==> src/rtl/coordenador_raio_busca_pkg.sv <==
// -----------------------------------------------------------------------------
// busca_pkg
// Shared types for the quadrant distance search: the coordinator FSM states,
// the "no candidate" distance marker and the candidate record exchanged with
// the search units.
// -----------------------------------------------------------------------------
package busca_pkg;

   // Width of radius, distance and coordinate fields in the shared record.
   localparam int DIST_W = 8;

   typedef enum logic [2:0] {
      IDLE,
      SCAN,
      SETTLE,
      DECIDE,
      PULSE,
      GUARD,
      FINAL,
      DONE
   } estado_t;

   // A unit reports this distance when it has no candidate cell.
   localparam logic [DIST_W-1:0] SEM_CANDIDATO = '1;

   typedef struct packed {
      logic [DIST_W-1:0] distancia;
      logic [DIST_W-1:0] x;
      logic [DIST_W-1:0] y;
   } candidato_t;

endpackage

==> src/rtl/coordenador_raio_busca_seletor.sv <==
// -----------------------------------------------------------------------------
// seletor_candidato
// Combinational minimum selector over the candidates of all search units.
// Entries whose distance is SEM_CANDIDATO are ignored; on equal distances the
// lowest unit index wins.
//
// Ports:
//   candidatos  in   one candidate record per unit
//   valido      out  at least one unit holds a real candidate
//   indice      out  index of the winning unit (0 when valido is low)
//   melhor      out  winning record (distance SEM_CANDIDATO when valido is low)
// -----------------------------------------------------------------------------
module seletor_candidato
   import busca_pkg::*;
#(
   parameter int NumQuadrantes = 4,
   parameter int IDX_W         = 2
) (
   input  candidato_t [NumQuadrantes-1:0] candidatos,
   output logic                           valido,
   output logic       [IDX_W-1:0]         indice,
   output candidato_t                     melhor
);

   always_comb begin
      valido           = 1'b0;
      indice           = '0;
      melhor           = '0;
      melhor.distancia = SEM_CANDIDATO;
      // Strict less-than keeps the earlier index on a tie.
      for (int i = 0; i < NumQuadrantes; i++) begin
         if ((candidatos[i].distancia != SEM_CANDIDATO) &&
             (!valido || (candidatos[i].distancia < melhor.distancia))) begin
            valido = 1'b1;
            indice = IDX_W'(i);
            melhor = candidatos[i];
         end
      end
   end

endmodule

==> src/rtl/coordenador_raio_busca.sv <==
// -----------------------------------------------------------------------------
// coordenador_raio_busca
// Initiator of the quadrant search handshake. Drives enable/raio/raioAtualizado
// into NumQuadrantes distance-search units, grows the radius one step at a time
// until some unit reports a candidate or every unit is finished (or the radius
// limit is reached), and presents the nearest candidate to the path planner.
//
// Optional build macro: COORDENADOR_WATCHDOG_EN
//   defined   -> a per-radius cycle counter aborts a SCAN that lasts
//                LimiteCiclos cycles, raising erro and finishing normally.
//   undefined -> no counter, erro is always 0, SCAN waits indefinitely.
//
// Ports:
//   clock, reset          clock (rising edge), asynchronous active-high reset
//   iniciar               start request, accepted only in IDLE
//   raioMaximo            largest radius to try (0 behaves as 1), sampled at start
//   acabouCalculoLocal    per-unit "radius scan done"
//   operacaoFinalizada    per-unit "search finished"
//   candidatoAtual        per-unit best distance (all ones = none)
//   coordenadaCandidatoX/Y per-unit candidate coordinates
//   enable                per-unit enable
//   raio                  current search radius
//   raioAtualizado        one-cycle pulse: new radius valid
//   ocupado               busy from accepted start until DONE
//   pronto                one-cycle pulse: result valid
//   encontrado            a candidate was found (held until next start)
//   melhorDistancia/X/Y   winning candidate (held until next start)
//   melhorQuadrante       index of the winning unit
//   erro                  watchdog abort flag
// -----------------------------------------------------------------------------
module coordenador_raio_busca
   import busca_pkg::*;
#(
   parameter  int TamanhoMalha     = 20,
   parameter  int tamanhoDistancia = DIST_W,
   parameter  int NumQuadrantes    = 4,
   parameter  int LimiteCiclos     = 4096,
   localparam int IDX_W            = (NumQuadrantes > 1) ? $clog2(NumQuadrantes) : 1
) (
   input  logic                                             clock,
   input  logic                                             reset,
   input  logic                                             iniciar,
   input  logic [tamanhoDistancia-1:0]                      raioMaximo,
   input  logic [NumQuadrantes-1:0]                         acabouCalculoLocal,
   input  logic [NumQuadrantes-1:0]                         operacaoFinalizada,
   input  logic [NumQuadrantes-1:0][tamanhoDistancia-1:0]   candidatoAtual,
   input  logic [NumQuadrantes-1:0][tamanhoDistancia-1:0]   coordenadaCandidatoX,
   input  logic [NumQuadrantes-1:0][tamanhoDistancia-1:0]   coordenadaCandidatoY,
   output logic [NumQuadrantes-1:0]                         enable,
   output logic [tamanhoDistancia-1:0]                      raio,
   output logic                                             raioAtualizado,
   output logic                                             ocupado,
   output logic                                             pronto,
   output logic                                             encontrado,
   output logic [tamanhoDistancia-1:0]                      melhorDistancia,
   output logic [tamanhoDistancia-1:0]                      melhorX,
   output logic [tamanhoDistancia-1:0]                      melhorY,
   output logic [IDX_W-1:0]                                 melhorQuadrante,
   output logic                                             erro
);

   // The candidate record is shared with the units, so its field width must
   // match the port width; the grid must also fit in the coordinate range.
   if ((tamanhoDistancia != DIST_W) || (TamanhoMalha < 1) ||
       (TamanhoMalha > (1 << tamanhoDistancia)) || (LimiteCiclos < 2)) begin : g_param_invalido
      $error("coordenador_raio_busca: inconsistent parameters");
   end

   estado_t                      estado;
   estado_t                      prox_estado;
   logic [NumQuadrantes-1:0]     mascara_fim;
   logic [NumQuadrantes-1:0]     mascara_decide;
   logic [tamanhoDistancia-1:0]  raio_max;
   logic                         scan_completo;
   logic                         estouro;

   candidato_t [NumQuadrantes-1:0] candidatos;
   logic                           sel_valido;
   logic       [IDX_W-1:0]         sel_indice;
   candidato_t                     sel_melhor;

   for (genvar q = 0; q < NumQuadrantes; q++) begin : g_cand
      assign candidatos[q].distancia = candidatoAtual[q];
      assign candidatos[q].x         = coordenadaCandidatoX[q];
      assign candidatos[q].y         = coordenadaCandidatoY[q];
   end

   seletor_candidato #(
      .NumQuadrantes (NumQuadrantes),
      .IDX_W         (IDX_W)
   ) u_seletor (
      .candidatos (candidatos),
      .valido     (sel_valido),
      .indice     (sel_indice),
      .melhor     (sel_melhor)
   );

   // Finished units no longer have to report a scan result.
   assign scan_completo  = &(acabouCalculoLocal | mascara_fim);
   assign mascara_decide = mascara_fim | operacaoFinalizada;

`ifdef COORDENADOR_WATCHDOG_EN
   localparam int CNT_W = $clog2(LimiteCiclos + 1);
   logic [CNT_W-1:0] ciclos;

   // Held at zero outside SCAN, so each radius starts counting from zero.
   always_ff @(posedge clock or posedge reset) begin
      if (reset) begin
         ciclos <= '0;
      end else if (estado != SCAN) begin
         ciclos <= '0;
      end else begin
         ciclos <= ciclos + 1'b1;
      end
   end

   assign estouro = (estado == SCAN) && (ciclos == CNT_W'(LimiteCiclos - 1));
`else
   assign estouro = 1'b0;
`endif

   always_ff @(posedge clock or posedge reset) begin
      if (reset) begin
         estado <= IDLE;
      end else begin
         estado <= prox_estado;
      end
   end

   always_comb begin
      prox_estado = estado;
      case (estado)
         IDLE:    if (iniciar) prox_estado = SCAN;
         // A scan that completes wins over a watchdog expiring in the same cycle.
         SCAN:    if (scan_completo) prox_estado = SETTLE;
                  else if (estouro) prox_estado = FINAL;
         // operacaoFinalizada trails acabouCalculoLocal by one cycle.
         SETTLE:  prox_estado = DECIDE;
         DECIDE:  if (sel_valido || (&mascara_decide) || (raio == raio_max)) prox_estado = FINAL;
                  else prox_estado = PULSE;
         PULSE:   prox_estado = GUARD;
         // Gives the units one cycle to drop acabouCalculoLocal before SCAN looks again.
         GUARD:   prox_estado = SCAN;
         FINAL:   prox_estado = DONE;
         DONE:    prox_estado = IDLE;
         default: prox_estado = IDLE;
      endcase
   end

   always_ff @(posedge clock or posedge reset) begin
      if (reset) begin
         enable          <= '0;
         raio            <= '0;
         raioAtualizado  <= 1'b0;
         ocupado         <= 1'b0;
         pronto          <= 1'b0;
         encontrado      <= 1'b0;
         melhorDistancia <= '0;
         melhorX         <= '0;
         melhorY         <= '0;
         melhorQuadrante <= '0;
         erro            <= 1'b0;
         mascara_fim     <= '0;
         raio_max        <= '0;
      end else begin
         case (estado)
            IDLE: begin
               if (iniciar) begin
                  raio            <= tamanhoDistancia'(1);
                  enable          <= '1;
                  mascara_fim     <= '0;
                  ocupado         <= 1'b1;
                  encontrado      <= 1'b0;
                  erro            <= 1'b0;
                  melhorDistancia <= '0;
                  melhorX         <= '0;
                  melhorY         <= '0;
                  melhorQuadrante <= '0;
                  raio_max        <= (raioMaximo == '0) ? tamanhoDistancia'(1) : raioMaximo;
               end
            end
            SCAN: begin
               if (!scan_completo && estouro) begin
                  erro       <= 1'b1;
                  encontrado <= 1'b0;
               end
            end
            DECIDE: begin
               mascara_fim <= mascara_decide;
               if (sel_valido) begin
                  encontrado      <= 1'b1;
                  melhorDistancia <= sel_melhor.distancia;
                  melhorX         <= sel_melhor.x;
                  melhorY         <= sel_melhor.y;
                  melhorQuadrante <= sel_indice;
               end
            end
            PULSE: begin
               // raio < raio_max here, so the increment cannot wrap.
               raio           <= raio + 1'b1;
               raioAtualizado <= 1'b1;
               enable         <= ~mascara_fim;
            end
            GUARD: begin
               raioAtualizado <= 1'b0;
            end
            FINAL: begin
               enable <= '0;
               pronto <= 1'b1;
            end
            DONE: begin
               pronto  <= 1'b0;
               ocupado <= 1'b0;
            end
            default: ;
         endcase
      end
   end

endmodule
==> config.mk <==
export PLATFORM = sky130hd
export DESIGN_NAME = coordenador_raio_busca
export DESIGN_NICKNAME = d
export VERILOG_FILES = /design/src/rtl/coordenador_raio_busca_pkg.sv /design/src/rtl/coordenador_raio_busca_seletor.sv /design/src/rtl/coordenador_raio_busca.sv
export SDC_FILE = /design/constraint.sdc
export NUM_CORES = 1
export LEC_CHECK = 0
export CORE_ASPECT_RATIO = 0.7
export CORE_UTILIZATION = 30
export CTS_BUF_LIST = sky130_fd_sc_hd__clkbuf_8
export DETAILED_ROUTE_END_ITERATION = 10
export PLACE_DENSITY = 0.69
export SETUP_SLACK_MARGIN = 0.15
export SYNTH_ARGS = -nofsm -noshare
export SYNTH_HDL_FRONTEND = slang
export SYNTH_SLANG_ARGS = --single-unit
==> constraint.sdc <==
create_clock -name clock -period 2.1 [get_ports clock]
set_input_delay 0.315 -clock clock [delete_from_list [all_inputs] [get_ports clock]]
set_output_delay 0.315 -clock clock [all_outputs]
set_load 0.02 [all_outputs]
==> images/met2.png <==
Drawn at 3 px/µm.
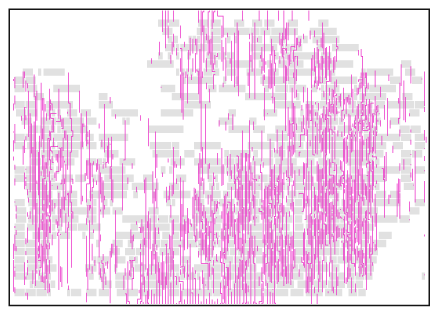
The longest straight run is 63.2 µm. 763 nets have wire on it. The layer holds 45% of the routed length.
DR vias: 4797
M2 GR Usage: 37.57%
total wire length: 16090 µm

==> images/metal_stack.png <==
Drawn at 4 px/µm. Only two layers are drawn.
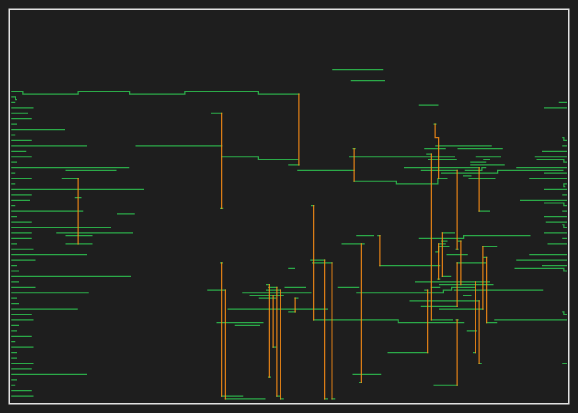
Key: orange = met4 [wire length 585 µm]; green = met3 [wire length 1350 µm]
GRT Total Usage: 23.05%
drt wl/cell: 17.70 µm

==> job_summary.md <==
### Yosys + OpenROAD results

| Metric | Value |
|---|---|
| # clk buffers | 11 |
| Outcome | finished with violations |
| P_leak | 3.362 nW |
| Seq/Total Area, Yosys | approximately 36% |
| Register area | between 1000 and 1500 µm² |
| Total power | 7.721 mW |
| Basic Gates by Area | 18.32% |
| # Cells Yosys | between 400 and 500 |
| Largest stage delay on the critical path | 0.32 ns |
| Clock Tree Buf Depth | 2 |
| M1 WL | just under 7000 µm |
| Busiest grt layer | met2 |
| Ant diodes | 0 |
| Slew Limit Fails | 0 |
| RSZ-0062 raised after global routing | true |
| Synth Cell Area | ~4000 µm² |
| Layout cells sized above 1 | roughly a third |
| Synth top cell by count | nand2_1 |
| Mean Syn Cell Area | between 8 and 9 µm² |
| Clock transition at path regs | about 0.070 ns |
| Flip-flops with a built-in enable | 0 |
| Net Sw Power | just over 3 mW |
| Share of power burned in registers | 26.0% |
| Top delay family on crit path | AND-OR/OR-AND gates |
| Main logic family | AND-OR/OR-AND gates |
| Die Ht | roughly 98 µm |
| Rel. slew slack | 58.10% |
| DIE AREA | around 14000 µm² |
| Setup TNS | -81.19 ns |
| Sequential cell area share | between 10% and 20% |
| Late-Pin Clk Latency | roughly 0.33 ns |
| MI comb area | approximately 2700 µm² |
| Area grow syn2layout | 86.07% |
| Nets | 880 |
| Largest net degree at the start of global routing | about 58 |
| Largest cell class | buffers |
| Core ar. | 12680 µm² |
| Failing checks | setup timing |
| Mi-comb count | between 300 and 400 |
| Biggest consumer | combinational logic |
| Gate power share | 58.6% |
| Worst-margin pin slew | 0.6127 ns |
| CP startpoint | candidatoAtual[14] |
| Max cap viols | 0 |
| Most numerous logic cells after layout | clkdlybuf4s50_1 (132), buf_4 (116), nand2_1 (87), dfrtp_1 (57), o21ai_0 (31) |
| Synth cell types | approximately 53 |
| Slowest stage cell, crit path | a221o_1 |
| Multi-input gate share of total cell area | between 30% and 40% |
| Remaining antenna violation count after routing | 0 |
| Most numerous logic cell after layout | clkdlybuf4s50_1 |
| Yosys synthesis chip area | between 3000 and 4000 µm² |
| Mux frac, synth | around a tenth |
| Placed insts | 848 |
| Worst setup EP type | flip-flop |
| Flops & latches, synth | between 50 and 60 |
| Worst EP arrival | ~5.5 ns |
| Max rail drop VDD | just over 0.7 mV |
| Non-clk buf share | 36.89% |
| Sw Ratio | between 30% and 40% |
| Hold-fix buffers, CTS | 0 |
| I/O Buffers | approximately 160 |
| CP startpoint kind | primary input |
| Final WS setup | -3.184 ns |
| Top area cells in the synthesized netlist | dfrtp_1 (36%), nand2_1 (8.2%), ha_1 (6.9%) |
| Die X | approximately 140 µm |
| Floorplan Nets | 602 |
| # IOs | ~160 |
| Post-synth top area cell | dfrtp_1 |
| Final setup fails | 26 |
| M3 GR Usage | under 10% |
| Routability congestion estimate | just over 0.9 |
No activity file was given, so power comes from the tool's default toggle rates.
